detail.png
Window x 48 to 73, y 43 to 68 µm. Cells in grey, sequential cells in the stronger grey; small squares are vias.
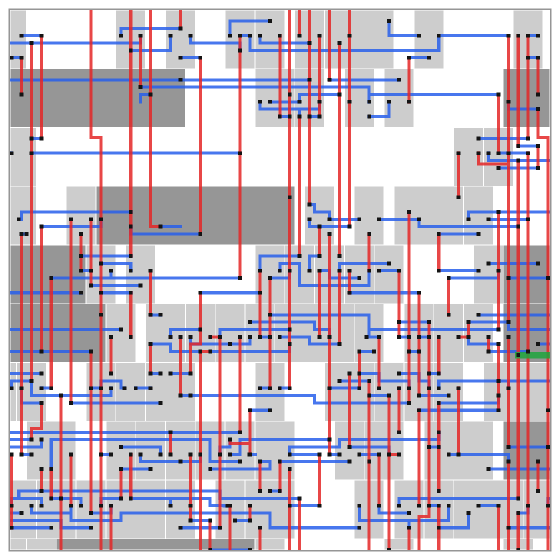
layer_met1.png
(3 px per µm)
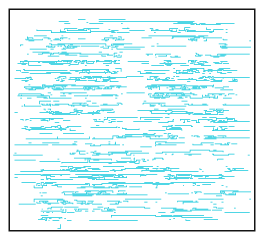
flops_by_reg.png
(6 px per µm) Other sequential cells in the stronger grey, the rest of the logic in the fainter grey.
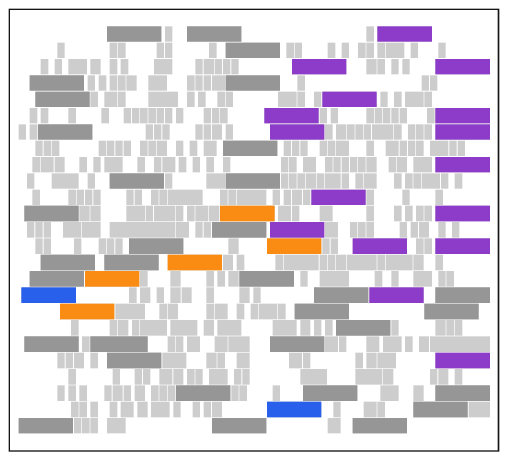
congestion.png
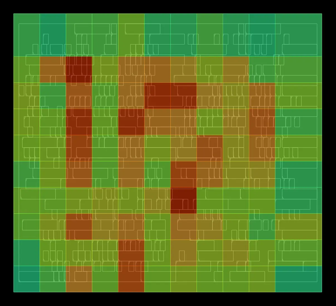
--- src/rtl/channel_frame_scheduler_pkg.sv ---
// Shared constants and helpers for the two-requester channel frame scheduler.
package channel_frame_scheduler_pkg;

    localparam logic [1:0] S_IDLE  = 2'd0;
    localparam logic [1:0] S_GRANT = 2'd1;
    localparam logic [1:0] S_GAP   = 2'd2;

    localparam int unsigned OWNER_W  = 1;
    localparam logic [1:0]  GNT_NONE = 2'b00;

    function automatic logic [1:0] owner_onehot(input logic [OWNER_W-1:0] idx);
        logic [1:0] oh;
        oh      = 2'b00;
        oh[idx] = 1'b1;
        return oh;
    endfunction

endpackage

--- src/rtl/channel_frame_scheduler_arbiter.sv ---
// Two-way round-robin pick between frame requesters, purely combinational.
module rr_arbiter2
    import channel_frame_scheduler_pkg::*;
(
    input  logic [1:0]         req,
    input  logic [OWNER_W-1:0] last_owner,
    output logic               grant_valid,
    output logic [OWNER_W-1:0] winner
);

    // A tie goes to the requester that did not own the channel last.
    always_comb begin
        grant_valid = |req;
        if (req == 2'b11) begin
            winner = ~last_owner;
        end else begin
            winner = req[1];
        end
    end

endmodule

--- src/rtl/channel_frame_scheduler.sv ---
// Grants whole frames of the shared bit channel to one of two requesters and
// routes data to and from the owner while counting injected channel errors.
module channel_frame_scheduler
    import channel_frame_scheduler_pkg::*;
#(
    parameter int FRAME_LEN  = 16,
    parameter int GAP_CYCLES = 2,
    parameter int CNT_W      = 16
) (
    input  logic                           CLK,
    input  logic                           RESET,
    input  logic [1:0]                     REQ,
    output logic [1:0]                     GNT,
    input  logic [1:0]                     SRC_DATA,
    input  logic [1:0]                     SRC_VALID,
    output logic                           CH_DATA_IN,
    output logic                           CH_DATA_IN_VALID,
    input  logic                           CH_DATA_OUT,
    input  logic                           CH_DATA_OUT_VALID,
    input  logic                           CH_ERROR_VALID,
    output logic [1:0]                     DST_DATA,
    output logic [1:0]                     DST_VALID,
    output logic [1:0]                     FRAME_DONE,
    output logic                           FRAME_ABORT,
    output logic [$clog2(FRAME_LEN+1)-1:0] FRAME_ERRORS,
    output logic [CNT_W-1:0]               ERR_TOTAL0,
    output logic [CNT_W-1:0]               ERR_TOTAL1
);

    localparam int FE_W     = $clog2(FRAME_LEN + 1);
    localparam int GAP_W    = (GAP_CYCLES > 1) ? $clog2(GAP_CYCLES) : 1;
    localparam int GAP_LAST = (GAP_CYCLES > 0) ? GAP_CYCLES - 1 : 0;
    localparam logic [FE_W-1:0] BEAT_LAST     = FE_W'(FRAME_LEN - 1);
    localparam logic [1:0]      S_AFTER_FRAME = (GAP_CYCLES > 0) ? S_GAP : S_IDLE;

    function automatic logic [CNT_W-1:0] sat_inc(input logic [CNT_W-1:0] v);
        if (&v) begin
            return v;
        end else begin
            return v + CNT_W'(1);
        end
    endfunction

    logic [1:0]         state_q,    state_d;
    logic [1:0]         gnt_q,      gnt_d;
    logic [OWNER_W-1:0] last_q,     last_d;
    logic [FE_W-1:0]    beat_q,     beat_d;
    logic [FE_W-1:0]    ferr_q,     ferr_d;
    logic [GAP_W-1:0]   gap_q,      gap_d;
    logic [1:0]         done_q,     done_d;
    logic               abort_q,    abort_d;
    logic [FE_W-1:0]    ferr_out_q, ferr_out_d;
    logic [CNT_W-1:0]   tot0_q,     tot0_d;
    logic [CNT_W-1:0]   tot1_q,     tot1_d;

    logic               arb_valid_s;
    logic [OWNER_W-1:0] arb_winner_s;
    logic               beat_s;
    logic               hit_s;
    logic [FE_W-1:0]    ferr_inc_s;

    rr_arbiter2 u_arb (
        .req         (REQ),
        .last_owner  (last_q),
        .grant_valid (arb_valid_s),
        .winner      (arb_winner_s)
    );

    // Owner mux into the channel and demux back out; zero latency from the registered grant.
    always_comb begin
        CH_DATA_IN       = |(gnt_q & SRC_DATA);
        CH_DATA_IN_VALID = |(gnt_q & SRC_VALID);
        DST_DATA         = gnt_q & {2{CH_DATA_OUT}};
        DST_VALID        = gnt_q & {2{CH_DATA_OUT_VALID}};
        beat_s           = |(gnt_q & SRC_VALID);
        hit_s            = beat_s & CH_ERROR_VALID;
        ferr_inc_s       = ferr_q + FE_W'(hit_s);
    end

    // Frame FSM: arbitration, beat/error counting, frame close and inter-frame gap.
    always_comb begin
        state_d    = state_q;
        gnt_d      = gnt_q;
        last_d     = last_q;
        beat_d     = beat_q;
        ferr_d     = ferr_q;
        gap_d      = gap_q;
        done_d     = 2'b00;
        abort_d    = 1'b0;
        ferr_out_d = ferr_out_q;
        tot0_d     = tot0_q;
        tot1_d     = tot1_q;
        case (state_q)
            S_IDLE: begin
                if (arb_valid_s) begin
                    state_d = S_GRANT;
                    gnt_d   = owner_onehot(arb_winner_s);
                    last_d  = arb_winner_s;
                    beat_d  = '0;
                    ferr_d  = '0;
                end else begin
                    state_d = S_IDLE;
                end
            end
            S_GRANT: begin
                beat_d = beat_q + FE_W'(beat_s);
                ferr_d = ferr_inc_s;
                if (hit_s) begin
                    if (last_q == 1'b1) begin
                        tot1_d = sat_inc(tot1_q);
                    end else begin
                        tot0_d = sat_inc(tot0_q);
                    end
                end else begin
                    tot0_d = tot0_q;
                end
                // A beat that lands while REQ drops still counts; abort only on a beat-free cycle.
                if ((beat_s && (beat_q == BEAT_LAST)) || (!REQ[last_q] && !beat_s)) begin
                    state_d    = S_AFTER_FRAME;
                    gnt_d      = GNT_NONE;
                    done_d     = owner_onehot(last_q);
                    abort_d    = !beat_s;
                    ferr_out_d = ferr_inc_s;
                    gap_d      = '0;
                end else begin
                    state_d = S_GRANT;
                end
            end
            S_GAP: begin
                if (gap_q == GAP_W'(GAP_LAST)) begin
                    state_d = S_IDLE;
                end else begin
                    gap_d = gap_q + GAP_W'(1);
                end
            end
            default: begin
                state_d = S_IDLE;
                gnt_d   = GNT_NONE;
            end
        endcase
    end

    // State registers; last owner resets to 1 so requester 0 wins the first tie.
    always_ff @(posedge CLK or negedge RESET) begin
        if (!RESET) begin
            state_q    <= S_IDLE;
            gnt_q      <= GNT_NONE;
            last_q     <= 1'b1;
            beat_q     <= '0;
            ferr_q     <= '0;
            gap_q      <= '0;
            done_q     <= 2'b00;
            abort_q    <= 1'b0;
            ferr_out_q <= '0;
            tot0_q     <= '0;
            tot1_q     <= '0;
        end else begin
            state_q    <= state_d;
            gnt_q      <= gnt_d;
            last_q     <= last_d;
            beat_q     <= beat_d;
            ferr_q     <= ferr_d;
            gap_q      <= gap_d;
            done_q     <= done_d;
            abort_q    <= abort_d;
            ferr_out_q <= ferr_out_d;
            tot0_q     <= tot0_d;
            tot1_q     <= tot1_d;
        end
    end

    assign GNT          = gnt_q;
    assign FRAME_DONE   = done_q;
    assign FRAME_ABORT  = abort_q;
    assign FRAME_ERRORS = ferr_out_q;
    assign ERR_TOTAL0   = tot0_q;
    assign ERR_TOTAL1   = tot1_q;

endmodule

--- config.mk ---
export PLATFORM = sky130hd
export DESIGN_NAME = channel_frame_scheduler
export DESIGN_NICKNAME = d
export VERILOG_FILES = /design/src/rtl/channel_frame_scheduler_pkg.sv /design/src/rtl/channel_frame_scheduler_arbiter.sv /design/src/rtl/channel_frame_scheduler.sv
export SDC_FILE = /design/constraint.sdc
export NUM_CORES = 1
export LEC_CHECK = 0
export ABC_AREA = 1
export CORE_ASPECT_RATIO = 0.9
export CORE_UTILIZATION = 56
export CTS_CLUSTER_SIZE = 30
export DETAILED_ROUTE_END_ITERATION = 6
export DONT_BUFFER_PORTS = 1
export PLACE_DENSITY_LB_ADDON = 0.08
export SLEW_MARGIN = 20
export SYNTH_ARGS = -nofsm -noshare
export SYNTH_HDL_FRONTEND = slang
export SYNTH_HIERARCHICAL = 1
export SYNTH_SLANG_ARGS = --single-unit
--- constraint.sdc ---
create_clock -name CLK -period 3.3 [get_ports CLK]
set_clock_uncertainty 0.1 [all_clocks]
set_input_delay 0.495 -clock CLK [delete_from_list [all_inputs] [get_ports CLK]]
set_output_delay 0.495 -clock CLK [all_outputs]
set_load 0.005 [all_outputs]
==> Slide: Implementation Results <==
Flow Results at a Glance

Placed design
  • GP Congestion: between 0.8 and 0.9
  • Dpl cells: approximately 490
  • Hpwl dp: 4708 µm
  • Post-DP Area: between 0.003 and 0.004 mm²
  • Port bufs: 0
  • Pre-CTS WS: ~1.3 ns

STA
  • Final worst setup slack: 1.314 ns
  • Final Hold Vio Count: 0
  • Setup violators final: 0
  • Headroom to the max-slew limit: ~57%
  • Setup tns final: 0 ns
  • WHS: between 0.3 and 0.4 ns
  • FMAX: 503.6 MHz
  • Final period util: 60.17%
  • Minimum clock period: 1.986 ns
  • Unrepaired setup endpoints after global routing: false

Detailed routing
  • Drt drc: 0
  • Vias: 2680
  • Vias per inst: between 5 and 6
  • Top sig layer: met4
  • Metal3 WL: 344 µm
  • Post-DRT Antenna Nets: 0

Critical path
  • R2r startpoint: ERR_TOTAL0[0]
  • Crit Path Class: reg -> reg
  • Crit-path cells: ha_1 -> nand3_1 -> inv_2 -> nand3_2 -> nor2_1 -> nor2_2 -> nand2_1 -> nand2_1
  • Worst reg-to-reg setup slack: 1.31 ns
  • Reg-to-reg endpoint: ERR_TOTAL0[0]
  • Setup crit start kind: flip-flop
  • CP endpoint: ERR_TOTAL0[0]
  • WP data required: about 3.5 ns
  • Setup crit end kind: flip-flop
  • Largest delay share family, worst path: simple AND/OR/NAND/NOR gates
  • Critical Path Most Common Cell: nand2_1
  • Crit-path max cell delay: about 0.48 ns
  • Cells on worst reg2reg path: 8
  • Crit-path slowest cell: dfrtp_1

Floorplan
  • Die area: approximately 0.0060 mm²
  • Tap cells: between 60 and 70
  • Core Util at FP: 59.25%
  • Number of cell rows: 25
  • Die x size: 81.30 µm

Layout
  • Comb area: 0.001535 mm²
  • Plain + repair buffers: 2
  • Buffering overhead: approximately 1.1%
  • Layout cells sized above 1: between 6 and 7%
  • Fill count: 474
  • Top cell excl fill/tap: nand2_1
  • Flop Count: 56
  • Clock network area share: 3.433%
  • FF+latch area: around 0.0014 mm²
  • Signal inverters: ~47
  • Top cell category: multi-input combinational cells

Clock network
  • Clk ins delay skew pair: about 0.33 ns
  • CTS max path bufs: 2
  • Cts bufs inserted: 5
  • H-tree depth: 2
  • Cts hold-fix bufs: 2
  • Postcts setup bufs: 0
  • Post-cts sizing count: 0
  • Reg clk slew, reported paths: 0.11 ns

Yosys
  • Post-synth EDFFs: 0
  • Synth area leaders: dfrtp_1, nand2_1, inv_1, nor2_1, nand3_1
  • Ao+oa area frac: roughly 6.3%
  • Area share, top type: ~43%
  • Mapped Cells: about 430
  • Synth Seq Share: 44.26%
  • Basic Gates by Area: roughly a third
  • Syn nets: 444
  • Share of flip-flops with an asynchronous set or reset: 100.0%
  • Yosys stat area: approximately 0.0032 mm²
  • Yosys xor share: around 4.7%
  • Post-Syn Area: about 0.0032 mm²
  • Syn Area/Cell: between 7 and 8 µm²

Pwr
  • Register share of total power: roughly half
  • Switching power: about 0.62 mW
  • Max power group: registers
  • Int Pwr: 1.124 mW
  • PwrDens: ~520 mW/mm²
  • Logic pwr share: a little over a fifth
  • Comb. pwr: 0.373 mW
  • Total power: 1.747 mW

Global routing
  • Vias in the first global route: roughly 2400
  • Met1 track demand over resource: between 20% and 30%
  • Global-route wire length before repair: ~11000 µm
  • Antenna violations before repair: 0
  • Met2 usage: between 40% and 50%

Run status
  • Outcome: finished clean

Min path
  • Hold path depth: 3
  • Hold Path End: last_q

Job
  • Number of logged tool warnings: 26
About detail.png:
metal 1: marked blue. metal 2: marked red. metal 3: marked green.
Netlist names of flops here include `ERR_TOTAL0` (2). Most frequent: nand2_1 (39), nor2_1 (12). 74 logic cells have their middle in the window. Sequential cells in the window: 2.

About layer_met1.png:
The longest straight run is 31.7 µm. The wires run mostly horizontal. The layer carries 3040 µm of wire.

About flops_by_reg.png:
`ERR_TOTAL0`: marked purple, placed flops 16. `beat_q`: marked orange, placed flops 5. `FRAME_DONE`: marked blue, placed flops 2.
Another 33 sequential cells are not coloured.

About congestion.png:
M3 GR Usage: 7.950%
Tot GR Track Use: 24.06%
final core utilization: 62.69%
WL per Instance: 13.16 µm
GRT Max-Usage Layer: met2

Power and IR drop assume default switching activity.
